File: config.mk
export PLATFORM = sky130hd
export DESIGN_NAME = div7_scan_driver
export DESIGN_NICKNAME = d
export VERILOG_FILES = /design/src/rtl/div7_pkg.sv /design/src/rtl/div7_scan_driver.sv
export SDC_FILE = /design/constraint.sdc
export NUM_CORES = 1
export LEC_CHECK = 0
export ABC_AREA = 1
export CORE_MARGIN = 10
export CORE_UTILIZATION = 52
export DETAILED_ROUTE_END_ITERATION = 8
export PLACE_DENSITY = 0.89
export RECOVER_POWER = 100
export REMOVE_ABC_BUFFERS = 1
export SLEW_MARGIN = 20
export SYNTH_ARGS = -nofsm -noshare
export SYNTH_HDL_FRONTEND = slang
export SYNTH_SLANG_ARGS = --single-unit
File: constraint.sdc
create_clock -name clk -period 2.4 [get_ports clk]
set_input_delay 0.48 -clock clk [delete_from_list [all_inputs] [get_ports clk]]
set_output_delay 0.48 -clock clk [all_outputs]
set_load 0.05 [all_outputs]
File: src/rtl/div7_pkg.sv
// Shared types and constants for the divisible-by-7 scan driver and its checker.
package div7_pkg;

  localparam int DIV7_WORD_W  = 32;
  // Cycles from the src handshake edge to the edge where the result is sampled.
  localparam int DIV7_LATENCY = 33;

  typedef enum logic [1:0] {
    IDLE  = 2'd0,
    ISSUE = 2'd1,
    WAIT  = 2'd2,
    DONE  = 2'd3
  } div7_state_e;

endpackage

File: src/rtl/div7_scan_driver.sv
// Walks base..base+count-1, offers each word to the serial divisible-by-7
// checker, streams out the multiples of 7 and counts them. A per-word timer
// aborts the scan if the checker stops answering.
module div7_scan_driver
  import div7_pkg::*;
#(
  parameter int CNT_W   = 16,
  parameter int TIMEOUT = 40
) (
  input  logic                   clk,
  input  logic                   rst,
  input  logic                   start,
  input  logic [DIV7_WORD_W-1:0] base,
  input  logic [CNT_W-1:0]       count,
  output logic                   busy,
  output logic                   done,
  output logic [CNT_W-1:0]       hits,
  output logic                   hit_valid,
  output logic [DIV7_WORD_W-1:0] hit_word,
  output logic                   timeout_err,
  output logic [DIV7_WORD_W-1:0] chk_src,
  output logic                   chk_src_valid,
  input  logic                   chk_ready,
  input  logic                   chk_res,
  input  logic                   chk_res_valid
);

  localparam int TMR_W = $clog2(TIMEOUT + 1);

  div7_state_e            r_state;
  logic [DIV7_WORD_W-1:0] r_cur;
  logic [CNT_W-1:0]       r_remaining;
  logic [CNT_W-1:0]       r_hits;
  logic [TMR_W-1:0]       r_timer;
  logic                   r_hit_valid;
  logic [DIV7_WORD_W-1:0] r_hit_word;
  logic                   r_timeout_err;

  logic w_tmo;
  logic w_last;

  // Timer reaches TIMEOUT on this edge; last word of the range is being captured.
  assign w_tmo  = (r_timer == TMR_W'(TIMEOUT - 1));
  assign w_last = (r_remaining == CNT_W'(1));

  // Scan FSM plus datapath; chk_src holds r_cur so the word is stable through WAIT.
  always_ff @(posedge clk or negedge rst) begin
    if (!rst) begin
      r_state       <= IDLE;
      r_cur         <= '0;
      r_remaining   <= '0;
      r_hits        <= '0;
      r_timer       <= '0;
      r_hit_valid   <= 1'b0;
      r_hit_word    <= '0;
      r_timeout_err <= 1'b0;
    end else begin
      r_hit_valid <= 1'b0;
      case (r_state)
        IDLE: begin
          if (start) begin
            r_hits        <= '0;
            r_timeout_err <= 1'b0;
            if (count != '0) begin
              r_cur       <= base;
              r_remaining <= count;
              r_timer     <= '0;
              r_state     <= ISSUE;
            end else begin
              r_state     <= DONE;
            end
          end
        end
        ISSUE: begin
          // Results seen here belong to the previous word and are ignored.
          if (chk_ready) begin
            r_timer <= '0;
            r_state <= WAIT;
          end else if (w_tmo) begin
            r_timeout_err <= 1'b1;
            r_state       <= DONE;
          end else begin
            r_timer <= r_timer + TMR_W'(1);
          end
        end
        WAIT: begin
          if (chk_res_valid) begin
            r_hit_valid <= chk_res;
            r_hit_word  <= r_cur;
            if (chk_res && (r_hits != '1))
              r_hits <= r_hits + CNT_W'(1);
            r_cur       <= r_cur + 32'd1;
            r_remaining <= r_remaining - CNT_W'(1);
            r_timer     <= '0;
            r_state     <= w_last ? DONE : ISSUE;
          end else if (w_tmo) begin
            r_timeout_err <= 1'b1;
            r_state       <= DONE;
          end else begin
            r_timer <= r_timer + TMR_W'(1);
          end
        end
        DONE: begin
          r_state <= IDLE;
        end
        default: begin
          r_state <= IDLE;
        end
      endcase
    end
  end

  assign busy          = (r_state == ISSUE) || (r_state == WAIT);
  assign done          = (r_state == DONE);
  assign chk_src_valid = (r_state == ISSUE);
  assign chk_src       = r_cur;
  assign hits          = r_hits;
  assign hit_valid     = r_hit_valid;
  assign hit_word      = r_hit_word;
  assign timeout_err   = r_timeout_err;

endmodule

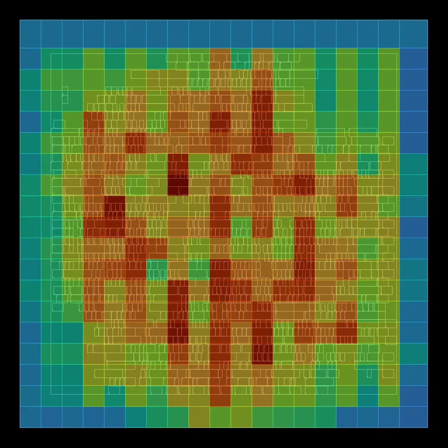
(run_1/congestion.png)
grt peak-use layer: met2
Total GRT Usage: 21.3%

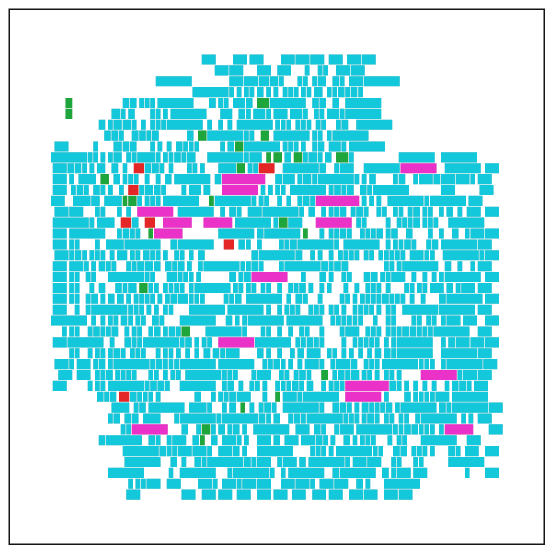
(run_1/sizes.png)
(4 px per um)
_6 and larger: shown in magenta, cells 16. _3 and _4 cells: shown in red, cells 7. _0 and _1 cells: shown in cyan, cells 1117. _2 cells: shown in green, cells 25.

==> notes.md, run 1 <==
run metrics: DRC Markers 0, CTS buffer count 9, startpoint types register, RSZ-0062 raised after global routing no, Setup Buffers After CTS 0, clock buffer depth 2, Max Clock Freq 444 MHz, ant diodes 0, Reg-to-Reg Start r_state[0], dpl ws 0.141 ns, aoi share 7.43%, vias in the first global route 6502, die height 133 um, Post-synth EDFFs 0, GPL Wtd Cong 0.967, non-filler cells, final 1337, routed length per instance 14.4 um, Final Cycle Share 93.7%, critical path cell sequence dlygate4sd3_1, setup slack, reg-to-reg 0.18 ns, async set-reset flop share out of synthesis 100%, Most common reg cell dfrtp_1, Post-DP Area 8240 um^2, Final Cell Area 8520 um^2, synth-to-layout area growth 27.3%, Yosys warnings 0, via/cell ratio 5.26, crit-path leading delay family buffers and inverters, setup total negative slack 0 ns, hold_buf cts 0, status finished, final reports clean
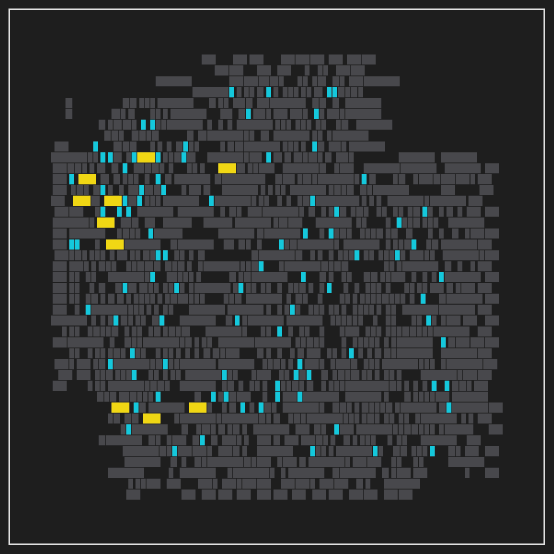
(run_1/logic_types.png)
(4 px per um)
inv cells: shown in cyan, cells 90. fa/ha/maj cells: shown in yellow, cells 10.

## run 1: flip-flops by register name, summed over array words and instances (netlist names)
name,cells
hits,16
r_timer,6
hit_word,32
r_state,2
timeout_err,1
hit_valid,1
chk_src,32
r_remaining,16
## run 1: worst max path at each step
stage	from	endpoint	depth (start not counted)	slack [ns]
floorplan	r_state[0]	r_remaining[11]	10	-2.32
global placement	count[1]	r_remaining[12]	9	0.19
detailed placement	chk_res_valid	r_remaining[2]	9	0.14
CTS	r_state[0]	done	2	0.16
global route	r_state[0]	hit_word[30]	6	0.05
finish	chk_src[26]	chk_src[26]	1	0.15
## run 1: cell usage after synthesis (2+ instances only)
cell type  count
nand2_1      402
nor2_1       165
dfrtp_1      106
nand3_1       93
inv_1         79
o21ai_0       54
o21ai_1       24
clkbuf_1      15
nand4_1       14
buf_2         12
ha_1          10
xor2_1         9
inv_2          8
o21ai_2        7
nand2_2        6
a21oi_1        5
nor2_2         4
clkinv_1       3
nand3b_1       3
buf_1          2
nor2_4         2
nor3_1         2
or2_2          2
## run 1: power breakdown
| part | internal (mW) | switching, mW |
|---|---|---|
| Clock | 1.01 | 0.665 |
| Sequential | 2.50 | 0.739 |
| Combinational | 1.89 | 4.79 |
## run 1: layout make-up
cell class,count,area (um^2)
clock inverter,5,105
timing repair buffer,148,1470
inverter,90,338
tap,172,215
clock buffer,9,225
fill,1085,4100
multi-input combinational,807,3510
sequential,106,2650
## run 1: layer usage
metal,global-route usage [%],routed length (um),up-vias
met5,0,0,-
met4,7.62,552,0
met3,4.51,1310,40
met2,35.0,9030,304
met1,27.0,8310,3184
li1,-,-,3510
==> run 1 -> run 2 <==
- HOLD_SLACK_MARGIN: not set -> 0.15
==> run 2 against run 1 <==
Effect of this change:
- die size did not move
- register-to-register slack is essentially flat
- final cell count about the same
- highest routed layer unchanged
- critical path type unchanged
- worst setup slack worse by 0.0039 ns
- power is essentially flat
- hold slack gained 0.015 ns
- global-route usage hardly changed
- utilization is essentially flat
- sequential share of layout area about the same
- cell area about the same
- critical endpoint is now chk_src[21]
- largest cell class unchanged
- count of clock-buffer cells in the layout is the same
- wire length grew 0.20%
==> notes.md, run 2 <==
run metrics: setup total negative slack 0 ns (unchanged), die height 133 um (unchanged), clock network fraction of total power 14.4% (about the same), Setup Buffers After CTS 0 (unchanged), Comb power frac 57.7% (was 57.6%), non-filler cells, final 1338 (was 1337), setup slack, reg-to-reg 0.18 ns (about the same), tapcell count 172 (unchanged), Yosys warnings 0 (unchanged), register share of total power 27.9% (about the same), top cells by count 402 x nand2_1, 165 x nor2_1, 106 x dfrtp_1 (unchanged), # clk buffers 9 (unchanged), Combinational Gates 807 (unchanged), Clock-cell share 3.88% (about the same), register area 2650 um^2 (unchanged), buffering overhead 17.2% (about the same), register share of the cell area 31.1% (about the same), hold_buf cts 1 (was 0), Net Sw Power 6.19 mW (was 6.20 mW), wire length on met1 8300 um (was 8310 um), metal3 WL 1300 um (was 1310 um), crit-path leading delay family buffers and inverters (unchanged), status finished, final reports clean (unchanged), Comb area share 41.2% (about the same), routed length per instance 14.4 um (about the same), ant diodes 0 (unchanged), GPL Wtd Cong 0.967 (unchanged), Max Clock Freq 444 MHz (about the same), Sw Share 53.4% (about the same), Int Power 5.40 mW (about the same), DR WL met2 9100 um (was 9030 um), CTS buffer count 9 (unchanged), Seq cells 106 (unchanged), highest routed metal layer met4 (unchanged), Gate Area 3510 um^2 (unchanged)
## run 2: tightest hold or removal path: stages (launching register included)
cell     delay [ns]
dfrtp_1        0.34
nand2_1        0.05
o21ai_0        0.05
## run 2: worst paths after layout
check                        startpoint            to  cells after the start
min reg2reg                hit_word[27]  hit_word[27]                      2
min                        hit_word[27]  hit_word[27]                      2
min in group asynchronous           rst  hit_word[20]                      2
max reg2reg                  r_state[0]  hit_word[26]                      7
max in group asynchronous           rst    r_timer[0]                      3
max                         chk_src[21]   chk_src[21]                      1
## run 2: stage by stage
step                util (%)  setup slack, ns  cell area (um^2)  hold slack (ns)  power [mW]
floorplan                  -            -2.32              6530            0.184        7.86
global placement        65.3            0.186              8240            0.409        10.1
detailed placement      65.3            0.141              8240            0.415        10.2
CTS                     68.0            0.163              8580            0.490        11.9
global route            67.5           0.0491              8520            0.508        12.4
finish                  67.5            0.146              8520            0.476        11.6
## run 2: power groups by stage
stage | combinational, mW | sequential, mW | clock, mW
floorplan | 2.92 | 4.94 | 0
global placement | 6.83 | 3.24 | 0
detailed placement | 6.97 | 3.26 | 0
CTS | 7.00 | 3.24 | 1.69
global route | 7.31 | 3.34 | 1.74
finish | 6.69 | 3.23 | 1.67
## run 2: cells by family after synthesis
| logic type | count (synthesis) | synth area share, % |
|---|---|---|
| buf+inv | 121 | 7.43 |
| simple gates | 695 | 42.4 |
| compound gates | 93 | 7.43 |
| xor+xnor | 9 | 1.18 |
| fa+ha+maj | 10 | 1.87 |
| flops | 106 | 39.7 |
## run 2: layer usage
| metal | up-vias | GRT usage, % |
|---|---|---|
| li1 | 3513 | - |
| met1 | 3190 | 27.0 |
| met2 | 299 | 35.1 |
| met3 | 42 | 4.51 |
| met4 | 0 | 7.62 |
| met5 | - | 0 |
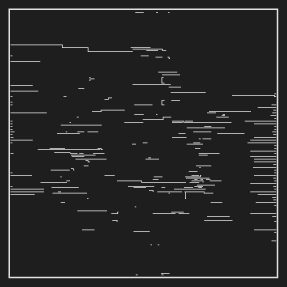
(run_2/layer_met3.png)
(2 px per um)
154 nets have wire on it. The layer carries 1300 um of wire.

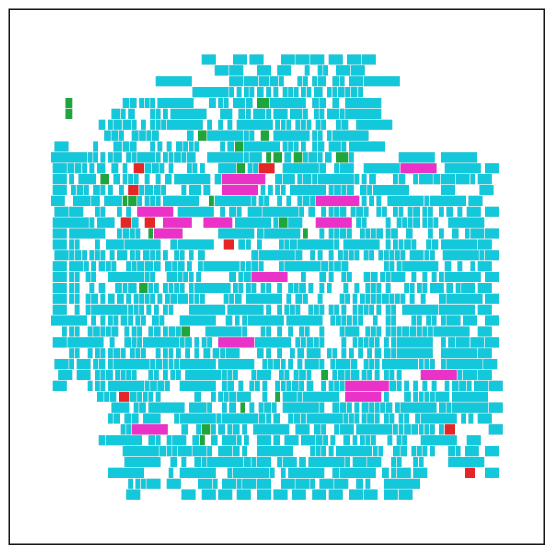
(run_2/sizes.png)
(4 px per um)
Non-CTS buffers: 149
final setup margin: 0.146 ns
synth-to-layout area growth: 27.4%
Final Cell Area: 8520 um^2

==> run_2/congestion.png <==
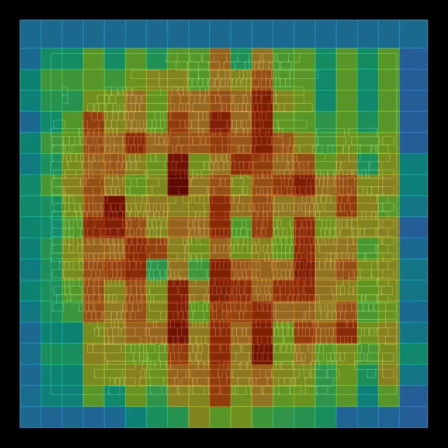

==> run 2 -> run 3 <==
- CORE_MARGIN: 10 -> 2
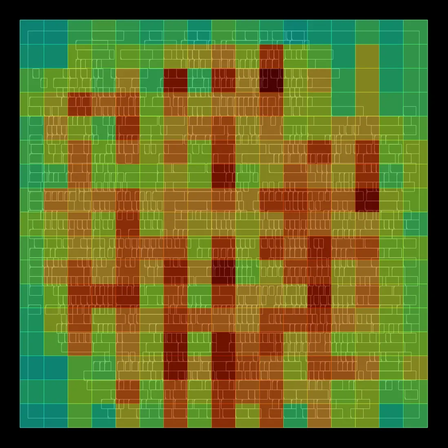
(run_3/congestion.png)
GRT met2 Usage: 45.6%
GR Util met3: 3.55%
final core occ: 67.4%
Total GRT Usage: 27.5%
routed length per instance: 13.9 um

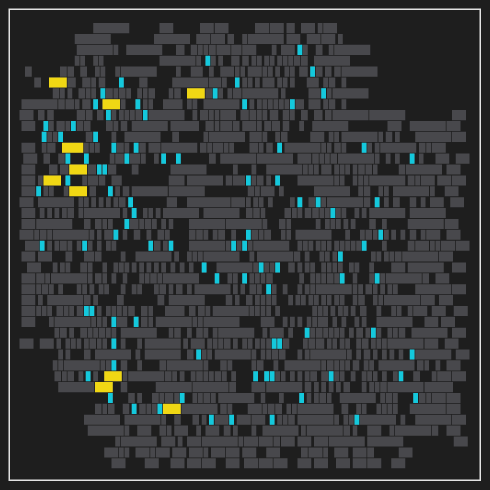
(run_3/logic_types.png)
(4 px per um)
fa/ha/maj cells: shown in yellow, cells 10. inv cells: shown in cyan, cells 90.

==> run 3 against run 2 <==
Effect of this change:
- via count grew 0.88%
- combinational power shrank 2%
- area after synthesis is the same
- critical endpoint is now done
- utilization shrank 0.053 points
- largest power group unchanged
- power shrank 1.7%
- count of clock-buffer cells in the layout grew 3
- critical path type unchanged
- sequential power grew 2%
- global-route usage grew 6.2 points
==> notes.md, run 3 <==
run metrics: synth-to-layout area growth 26.7% (was 27.4%), status finished, final reports clean (unchanged), ant diodes 0 (unchanged), vias in the first global route 6617 (was 6508), Net Sw Power 6.19 mW (about the same), Int Power 5.21 mW (was 5.40 mW), metal3 WL 1160 um (was 1300 um), async set-reset flop share out of synthesis 100% (unchanged), Sw Share 54.3% (was 53.4%), Post-synth EDFFs 0 (unchanged), Most common reg cell dfrtp_1 (unchanged), Final Cycle Share 96.7% (was 93.9%), Hold Slack 0.482 ns (was 0.476 ns), Seq power 3.28 mW (was 3.23 mW), register share of total power 28.8% (was 27.9%), Comb power frac 57.8% (was 57.7%), CTS buffer count 9 (unchanged), Combinational Power 6.58 mW (was 6.69 mW), top cells by count 402 x nand2_1, 165 x nor2_1, 106 x dfrtp_1 (unchanged), P_clk 1.53 mW (was 1.67 mW), non-filler cells, final 1338 (unchanged), Pwr Total 11.4 mW (was 11.6 mW), Synth top cell by count nand2_1 (unchanged), via count 7106 (was 7044), layout cells sized above 1 4.46% (was 4.20%), highest routed metal layer met4 (unchanged), grt peak-use layer met2 (unchanged), crit path DRT 1.92 ns (about the same), RSZ-0062 raised after global routing no (unchanged), die height 117 um (was 133 um), setup total negative slack 0 ns (unchanged), Final setup viols 0 (unchanged), clock network fraction of total power 13.4% (was 14.4%), Max Clock Freq 431 MHz (was 444 MHz), clock buffer depth 2 (unchanged), met1 usage 36.7% (was 27.0%), via/cell ratio 5.31 (was 5.26), startpoint types register (unchanged), cell leakage power 4.09 nW (was 4.12 nW), Yosys warnings 0 (unchanged), DR WL met2 8860 um (was 9100 um), DRC Markers 0 (unchanged), FILL cells 1107 (was 1087), wire length on met1 8010 um (was 8300 um)
## run 3: cell count changes in the layout (fill, tap and decap cells not counted), sizes merged
| cell | before | now |
|---|---|---|
| bufinv | 3 | 1 |
| clkbuf | 16 | 18 |
| buf | 6 | 5 |
| clkdlybuf4s50 | 53 | 52 |
| clkinv | 3 | 4 |
| dlygate4sd3 | 83 | 84 |
## run 3: cell families (layout without fill, tap and decap cells)
group	after synthesis	in the layout	synth area share, %
flops	106	106	39.7
compound gates	93	93	7.43
fa+ha+maj	10	10	1.87
buf+inv	121	253	7.43
simple gates	695	695	42.4
xor+xnor	9	9	1.18
## run 3: final timing paths
path | start | slack, ns | depth (start not counted) | to
max | r_state[0] | 0.08 | 2 | done
min | hit_word[13] | 0.48 | 2 | hit_word[13]
max reg2reg | r_state[0] | 0.24 | 11 | chk_src[13]
min reg2reg | hit_word[13] | 0.48 | 2 | hit_word[13]
max in group asynchronous | rst | 0.64 | 3 | r_state[1]
min in group asynchronous | rst | 0.77 | 2 | hit_word[27]
## run 3: stage by stage
stage	setup WS [ns]	cell area (um^2)	util, %
after floorplan	-2.32	6530	-
after global placement	0.205	8220	65.4
after detailed placement	0.159	8220	65.4
after CTS	0.155	8540	67.9
after global routing	0.0326	8480	67.4
final	0.0789	8480	67.4
## run 3: worst max-delay path, stage by stage (launching register included)
cell	delay (ns)
dfrtp_1	0.45
ha_1	0.18
dlygate4sd3_1	0.87
## run 3: timing repair
item | CTS | global route
endpoints found under the hold margin | 30 | 0
hold buffers | 1 | 0
setup buffers | 0 | 0
## run 3: layout make-up
class	instances	area, um^2	area share [%]
tap	172	215	2.54
sequential	106	2650	31.3
timing repair buffer	147	1440	17.0
clock inverter	4	50.0	0.590
inverter	90	338	3.99
multi-input combinational	807	3520	41.6
clock buffer	12	256	3.03
Power figures rest on the tool's default switching activity, not on a simulated workload.
